==> config.mk <==
export PLATFORM = sky130hd
export DESIGN_NAME = mode_counter
export DESIGN_NICKNAME = d
export VERILOG_FILES = /design/src/rtl/mode_counter_pkg.sv /design/src/rtl/tick_prescaler.sv /design/src/rtl/mode_counter.sv
export SDC_FILE = /design/constraint.sdc
export NUM_CORES = 1
export LEC_CHECK = 0
export CAP_MARGIN = 20
export CORE_MARGIN = 5
export CORE_UTILIZATION = 55
export DETAILED_ROUTE_END_ITERATION = 8
export DONT_BUFFER_PORTS = 1
export GPL_ROUTABILITY_DRIVEN = 0
export PLACE_DENSITY_LB_ADDON = 0.12
export SETUP_SLACK_MARGIN = 0.4
export SYNTH_ARGS = -nofsm -noshare
export SYNTH_HDL_FRONTEND = slang
export SYNTH_SLANG_ARGS = --single-unit
==> constraint.sdc <==
create_clock -name clk -period 2.45 [get_ports clk]
set_input_delay 0.3675 -clock clk [delete_from_list [all_inputs] [get_ports clk]]
set_output_delay 0.3675 -clock clk [all_outputs]
set_load 0.01 [all_outputs]
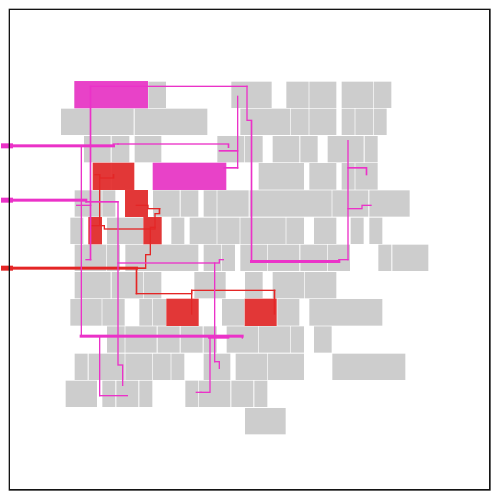
*Nets reached from selected ports*
(10 px per µm)
| colour | port | bits | direction | edge | end cells | buffers | wire |
|---|---|---|---|---|---|---|---|
| magenta | mode_q | 2 | output | left | 2 | 2 | 216 µm |
| red | rst | 1 | input | left | 7 | 0 | 59.4 µm |
I/O pin cnt: 17
IO Port Bufs: 0

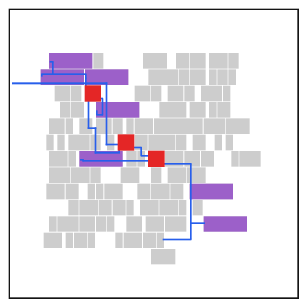
*Routed clock nets over the placement*
(6 px per µm)
[blue] clock wires | length: 113 µm
[red] clock-net drivers | count: 3
[purple] flip-flops | count: 7
routed clock nets: 4
fraction of power consumed by the clock network: 28.5%
clk_lat worst skew: 0.25 ns
clock group power: 0.000106 W

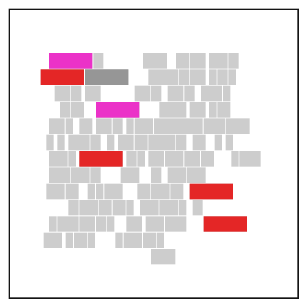
*Where the registers sit*
(6 px per µm)
| colour | name in the netlist | flops |
|---|---|---|
| red | count | 4 |
| magenta | mode_q | 2 |
not coloured: 1
combined flip-flop and latch cell area: 140 µm²
final core area utilization: 63.0%

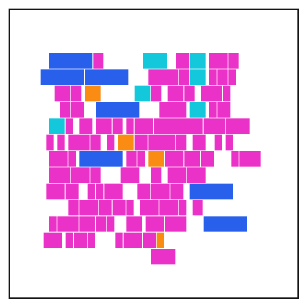
*Cell classes on the final placement*
(6 px per µm)
| colour | class | cells |
|---|---|---|
| blue | registers | 7 |
| cyan | remaining buffers and delay cells | 6 |
| magenta | remaining logic cells | 90 |
| orange | clock drivers and dummy loads | 4 |
Non-Filler Cell Area, Final: 841 µm²
flop share of the area: 16.7%
Placement Rows: 13
Core Area: 1330 µm²

==> flow_summary.html <==
<p>Metrics extracted from the flow reports.</p>
<table>
<tr><th>Metric</th><th>Value</th></tr>
<tr><th colspan="2">Critical path</th></tr>
<tr><td>Endpoint required time on the critical path</td><td>2.65 ns</td></tr>
<tr><td>Number of buffers and inverters on the critical path</td><td>0</td></tr>
<tr><td>Kind of launch point of the worst setup path</td><td>flip-flop</td></tr>
<tr><td>Worst Path Max Fanout</td><td>7</td></tr>
<tr><td>Crit Path Category</td><td>flip-flop to flip-flop</td></tr>
<tr><td>Slowest CP cell</td><td>dfxtp_1</td></tr>
<tr><th colspan="2">Detailed routing</th></tr>
<tr><td>DR vias/cell</td><td>6.44</td></tr>
<tr><td>Number of DRC markers after the initial detailed-route iteration</td><td>36</td></tr>
<tr><td>Top Metal Used</td><td>met4</td></tr>
<tr><td>Met1 wire length</td><td>833 µm</td></tr>
<tr><td>Detail Route Antenna Nets</td><td>0</td></tr>
<tr><td>WL per Instance</td><td>15.5 µm</td></tr>
<tr><th colspan="2">Synthesis</th></tr>
<tr><td>Leading cell type by number of instances after synthesis</td><td>nand2_1</td></tr>
<tr><td>Share of the synthesized area in the top cell type</td><td>17.7%</td></tr>
<tr><td>FFs w/ async S/R, synth</td><td>0%</td></tr>
<tr><td># Cells Yosys</td><td>107</td></tr>
<tr><td>Yosys reg bits</td><td>7</td></tr>
<tr><td>Avg Cell Area, Syn</td><td>7.39 µm²</td></tr>
<tr><td>Simple Share, Synth</td><td>24.5%</td></tr>
<tr><td>Yosys-reported design area after synthesis</td><td>791 µm²</td></tr>
<tr><td>Main area contributors</td><td>dfxtp_1 18%, mux2i_1 5.1%, o21ai_0 5.1%</td></tr>
<tr><th colspan="2">Power</th></tr>
<tr><td>Power density over cell area</td><td>441 nW/µm²</td></tr>
<tr><td>Switching share of power</td><td>34.4%</td></tr>
<tr><td>Comb power</td><td>0.000119 W</td></tr>
<tr><td>Int Pwr</td><td>0.000243 W</td></tr>
<tr><th colspan="2">Global route</th></tr>
<tr><td>Largest net degree at the start of global routing</td><td>14</td></tr>
<tr><td>Antenna violations before repair</td><td>0</td></tr>
<tr><td>Via count of the first global-routing pass</td><td>713</td></tr>
<tr><td>Overflow after GRT</td><td>0</td></tr>
<tr><th colspan="2">CTS</th></tr>
<tr><td>Hold-fix buffer count after cts</td><td>0</td></tr>
<tr><td>Clk pin slew, worst setup/hold paths</td><td>0.06 ns</td></tr>
<tr><td>CTS sink count</td><td>7</td></tr>
<tr><td>Number of buffers inserted during clock tree synthesis</td><td>3</td></tr>
<tr><td>CTS tree</td><td>done</td></tr>
<tr><th colspan="2">Final timing</th></tr>
<tr><td>Post-route clock skew</td><td>0.0104 ns</td></tr>
<tr><td>Max-slew violation count</td><td>0</td></tr>
<tr><td>Setup ws final</td><td>0.516 ns</td></tr>
<tr><th colspan="2">Floorplanning</th></tr>
<tr><td>Horiz. Die Dim</td><td>47.9 µm</td></tr>
<tr><th colspan="2">Final layout</th></tr>
<tr><td>Top cell class by occupied area</td><td>logic gates</td></tr>
<tr><td>Largest register FFs</td><td>4</td></tr>
<tr><td>Buffers excl. clock</td><td>6</td></tr>
<tr><td>Most frequently placed logic cell in the final layout</td><td>nand2_1</td></tr>
<tr><th colspan="2">Status</th></tr>
<tr><td>Run status</td><td>finished clean</td></tr>
<tr><th colspan="2">Place</th></tr>
<tr><td>Post-Place Worst Slack</td><td>0.507 ns</td></tr>
</table>
Power is estimated from default activity; no workload was simulated.
